Figure 1. Sequential cells grouped by signal name.
Scale bar: 20 µm. Other sequential cells in the stronger gray, the rest of the logic in the fainter gray.
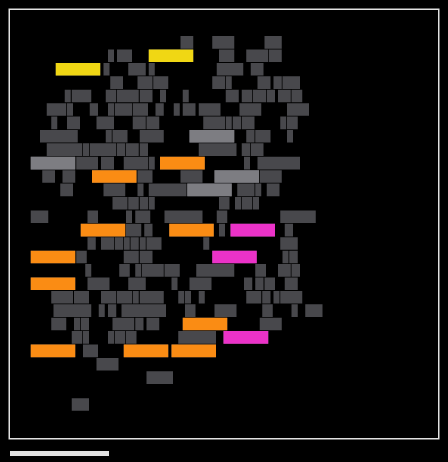
Figure 2. Ports around the boundary.
Pins as bars across the die edge, other pins in gray.
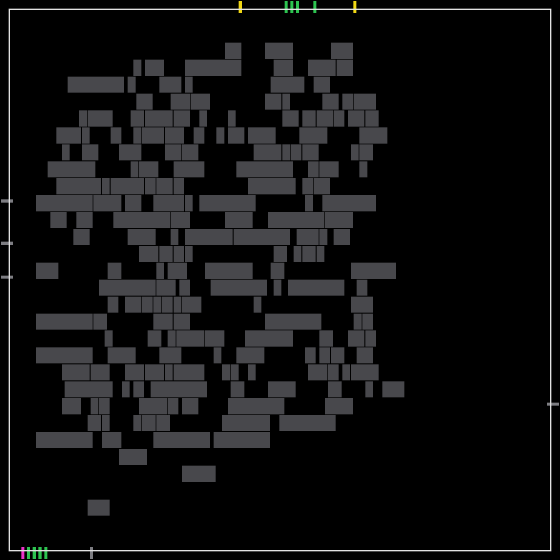
Figure 3. Clock nets.
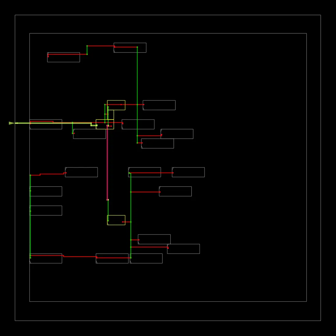
Figure 4. Metal layers overlaid.
Two of the layers only.
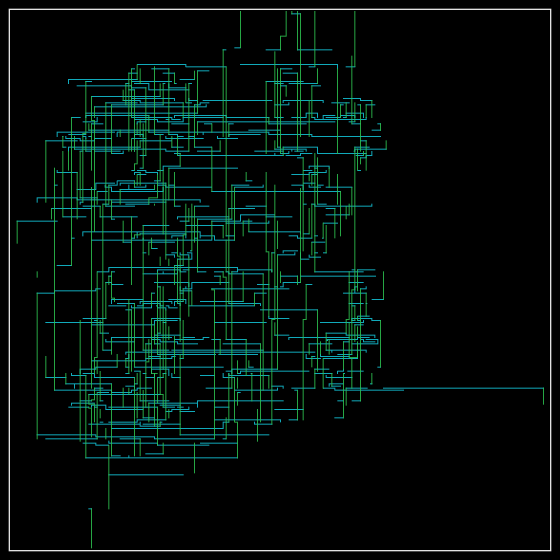
Figure 5. Logic cells by family.
Scale bar: 20 µm.
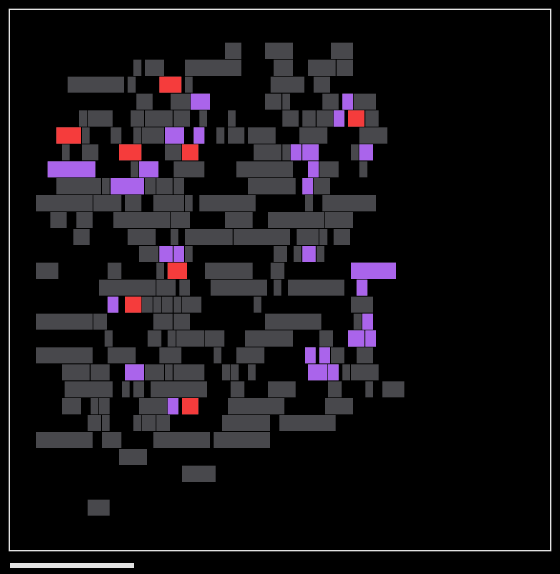
File: config.mk
export PLATFORM = sky130hd
export DESIGN_NAME = greenflow_status_encoder
export DESIGN_NICKNAME = d
export VERILOG_FILES = /design/src/rtl/greenflow_status_encoder.sv
export SDC_FILE = /design/constraint.sdc
export NUM_CORES = 1
export LEC_CHECK = 0
export CAP_MARGIN = 40
export CORE_MARGIN = 4
export CORE_UTILIZATION = 25
export DETAILED_ROUTE_END_ITERATION = 8
export PLACE_DENSITY = 0.48
export SLEW_MARGIN = 20
export SYNTH_ARGS = -nofsm -noshare
export SYNTH_HDL_FRONTEND = slang
export SYNTH_SLANG_ARGS = --single-unit
File: constraint.sdc
create_clock -name clk -period 3.2 [get_ports clk]
set_input_delay 0.64 -clock clk [delete_from_list [all_inputs] [get_ports clk]]
set_output_delay 0.64 -clock clk [all_outputs]
set_load 0.1 [all_outputs]
File: src/rtl/greenflow_status_encoder.sv
// GreenFlow status code producer: classifies a load metric into NORMAL/WARN/CRIT with
// persistence, hysteresis and minimum hold; FAULT overrides. Optional STATUS_FAULT_LATCH_EN makes FAULT sticky.
module greenflow_status_encoder #(
   parameter int W        = 8,
   parameter int WARN_TH  = 96,
   parameter int CRIT_TH  = 192,
   parameter int HYST     = 16,
   parameter int PERSIST  = 4,
   parameter int HOLD_CYC = 1000
) (
   input  logic         clk,
   input  logic         rst_n,
   input  logic         sample_valid,
   input  logic [W-1:0] load_sample,
   input  logic         fault_in,
   input  logic         fault_clear,
   output logic [1:0]   status_code,
   output logic         status_chg
);

   localparam int WP = W + 1;
   localparam int PW = $clog2(PERSIST + 1);
   localparam int HW = $clog2(HOLD_CYC + 1);
   localparam logic [WP-1:0] WARN_RAW  = WP'(WARN_TH);
   localparam logic [WP-1:0] CRIT_RAW  = WP'(CRIT_TH);
   localparam logic [WP-1:0] WARN_HYST = WP'(WARN_TH - HYST);
   localparam logic [WP-1:0] CRIT_HYST = WP'(CRIT_TH - HYST);
   localparam logic [PW-1:0] PERSIST_V = PW'(PERSIST);
   localparam logic [HW-1:0] HOLD_V    = HW'(HOLD_CYC);

   typedef enum logic [1:0] {
      LVL_NORMAL = 2'b00,
      LVL_WARN   = 2'b01,
      LVL_CRIT   = 2'b10,
      LVL_FAULT  = 2'b11
   } level_t;

   level_t        level_r, level_s;
   logic [PW-1:0] up_cnt_r, up_cnt_s;
   logic [PW-1:0] dn_cnt_r, dn_cnt_s;
   logic [HW-1:0] hold_cnt_r, hold_cnt_s;
   logic          status_chg_r;
   logic [1:0]    raw_lvl_s, hyst_lvl_s;
   logic [WP-1:0] sample_ext_s;

   // Threshold classification; operands are one bit wider than the sample so thresholds never wrap.
   function automatic logic [1:0] classify(input logic [WP-1:0] s,
                                           input logic [WP-1:0] warn_v,
                                           input logic [WP-1:0] crit_v);
      logic [1:0] lvl;
      if (s >= crit_v) begin
         lvl = 2'd2;
      end else if (s >= warn_v) begin
         lvl = 2'd1;
      end else begin
         lvl = 2'd0;
      end
      return lvl;
   endfunction

   assign sample_ext_s = {1'b0, load_sample};
   assign raw_lvl_s    = classify(sample_ext_s, WARN_RAW, CRIT_RAW);
   assign hyst_lvl_s   = classify(sample_ext_s, WARN_HYST, CRIT_HYST);

`ifndef STATUS_FAULT_LATCH_EN
   logic unused_fault_clear_s;
   assign unused_fault_clear_s = fault_clear;
`endif

   // Next-level decision and counter updates
   always_comb begin
      level_s    = level_r;
      up_cnt_s   = up_cnt_r;
      dn_cnt_s   = dn_cnt_r;
      hold_cnt_s = (hold_cnt_r == HOLD_V) ? hold_cnt_r : hold_cnt_r + 1'b1;

      if (fault_in) begin
         level_s    = LVL_FAULT;
         up_cnt_s   = {PW{1'b0}};
         dn_cnt_s   = {PW{1'b0}};
         hold_cnt_s = {HW{1'b0}};
      end else if (level_r == LVL_FAULT) begin
`ifdef STATUS_FAULT_LATCH_EN
         if (fault_clear) begin
            level_s = LVL_NORMAL;
         end else begin
            level_s = LVL_FAULT;
         end
`else
         level_s = LVL_NORMAL;
`endif
         up_cnt_s   = {PW{1'b0}};
         dn_cnt_s   = {PW{1'b0}};
         hold_cnt_s = {HW{1'b0}};
      end else begin
         if (sample_valid) begin
            up_cnt_s = (raw_lvl_s > level_r) ? up_cnt_r + 1'b1 : {PW{1'b0}};
            if (hyst_lvl_s < level_r) begin
               dn_cnt_s = (dn_cnt_r == PERSIST_V) ? dn_cnt_r : dn_cnt_r + 1'b1;
            end else begin
               dn_cnt_s = {PW{1'b0}};
            end
         end else begin
            up_cnt_s = up_cnt_r;
            dn_cnt_s = dn_cnt_r;
         end

         // Escalation jumps straight to the sample's level; downgrade steps one level after the hold
         if (sample_valid && (raw_lvl_s > level_r) && (up_cnt_s == PERSIST_V)) begin
            level_s = level_t'(raw_lvl_s);
         end else if ((dn_cnt_s == PERSIST_V) && (hold_cnt_s == HOLD_V)) begin
            level_s = level_t'(level_r - 2'd1);
         end else begin
            level_s = level_r;
         end
      end
   end

   // Level, counters and change pulse registers
   always_ff @(posedge clk or negedge rst_n) begin
      if (!rst_n) begin
         level_r      <= LVL_NORMAL;
         up_cnt_r     <= {PW{1'b0}};
         dn_cnt_r     <= {PW{1'b0}};
         hold_cnt_r   <= {HW{1'b0}};
         status_chg_r <= 1'b0;
      end else if (level_s != level_r) begin
         level_r      <= level_s;
         up_cnt_r     <= {PW{1'b0}};
         dn_cnt_r     <= {PW{1'b0}};
         hold_cnt_r   <= {HW{1'b0}};
         status_chg_r <= 1'b1;
      end else begin
         level_r      <= level_s;
         up_cnt_r     <= up_cnt_s;
         dn_cnt_r     <= dn_cnt_s;
         hold_cnt_r   <= hold_cnt_s;
         status_chg_r <= 1'b0;
      end
   end

   assign status_code = level_r;
   assign status_chg  = status_chg_r;

endmodule

==> impl_metrics.yaml <==
# implementation run metrics
setup_path:
  crit_path_max_fanout: 8
  cpLargestDelayFamily: "AND-OR/OR-AND gates"
  worst-setup-path-type: "input pin to register"
  arrival_ns: 3.01
  cp_slowest_stage_delay_ns: 0.43
  critPathSlowestCell: "a211oi_4"
route:
  drc: 0
  detail-route-antenna-nets: 0
  maxUsedRoutingLayer: "met4"
  vias_per_cell: 4.80
sta:
  whs_ns: 0.624
  fin_crit_ns: 2.87
  fin_crit_sh: 0.897
  rsz0062_at_grt: "false"
  slew_viol_final: 0
place:
  preCtsSetupSlack_ns: -0.256
  dp_hpwl_mm: 2.70
  gp_congestion: 0.763
yosys:
  synthCells: 174
  yosysMostFrequentCell: "nand2_1"
  ys_sh_mux: 0.0266
  ys.flops: 19
  synth-xor-area-share: 0.0620
power:
  total_power_uw: 700
  p_sw_uw: 268
  power.group.top: "registers"
  powerDensity_nw_per_um2: 343
  comb_cell_power_uw: 261
  power.internal_uw: 431
  clockPowerShare: 0.249
global_routing:
  grt.busiest_layer: "met2"
  use_met1: 0.148
  antenna_found_initial: 0
die:
  io_pins: 16
layout:
  lay_top_cells: "21 x nand2_1, 19 x dfrtp_1, 19 x buf_4"
  fin_nets: 222
  nFlopsAndLatches: 19
  inv_count: 11
  largestClassByArea: "combinational gates"
  final-comb-area_um2: 1100
  synthToLayoutAreaGrowth_pct: 31.3
  antenna_cells: 0
clocking:
  htreeDepth: 1
  cts_tree: "built"
status:
  status: "complete, no violations"
-- Figure 1 (at the start) --
Key: `dn_cnt_r` = magenta [sequential cells 3]; `hold_cnt_r` = orange [sequential cells 10]; `status_code` = yellow [sequential cells 2]
P_seq: 265 µW
Seq area share: 0.233
FF+latch area: 475 µm²
final core occ: 0.340

-- Figure 2 (at the start) --
Key: `load_sample` = green [pins 8, direction input, edge 4 bottom, 4 top]; `fault_clear` = magenta [pins 1, direction input, edge bottom]; `status_code` = yellow [pins 2, direction output, edge top]
All pins by edge: 6 bottom, 6 top, 3 left, 1 right.
die extent in x: 86.8 µm
Port Buf Inserts: 10
die height: 86.8 µm

-- Figure 3 (at the start) --
Clk. pwr: 174 µW
Num CTS Buffers: 3
clock buf count: 3
Late-Pin Clk Latency: 0.26 ns
worst clock skew: 0.00212 ns

-- Figure 4 (at the start) --
Key: M1 = cyan [wire length 1930 µm]; M2 = green [wire length 1750 µm]
Total Routed Length: 3.76 mm
Total GRT Usage: 0.100
via count: 1315

-- Figure 5 (at the start) --
Key: non-inverting ao/oa cells = red [cells 8]; aoi and oai cells = purple [cells 28, most used a21oi_1]
Comb/total area: 0.540
dominant logic cell type in the layout: nand2_1
Non-Filler Instances: 274

## worst paths after layout
path / from / to / slack, ns / cells after the start
min in group asynchronous: rst_n / hold_cnt_r[3]$_DFF_PN0_ / 0.72 / 1
max in group asynchronous: rst_n / hold_cnt_r[8]$_DFF_PN0_ / 2.03 / 2
worst max register to register: status_code[1]$_DFF_PN0_ / hold_cnt_r[4]$_DFF_PN0_ / 0.44 / 12
worst min-delay path: up_cnt_r[1]$_DFF_PN0_ / up_cnt_r[1]$_DFF_PN0_ / 0.62 / 4
worst max-delay path: load_sample[4] / hold_cnt_r[4]$_DFF_PN0_ / 0.33 / 11
worst min register to register: up_cnt_r[1]$_DFF_PN0_ / up_cnt_r[1]$_DFF_PN0_ / 0.62 / 4
## what timing repair did
item	in CTS	in global routing
setup buffers	0	4
gates resized	0	23
setup endpoints to repair	0	18
Power is estimated from default activity; no workload was simulated.
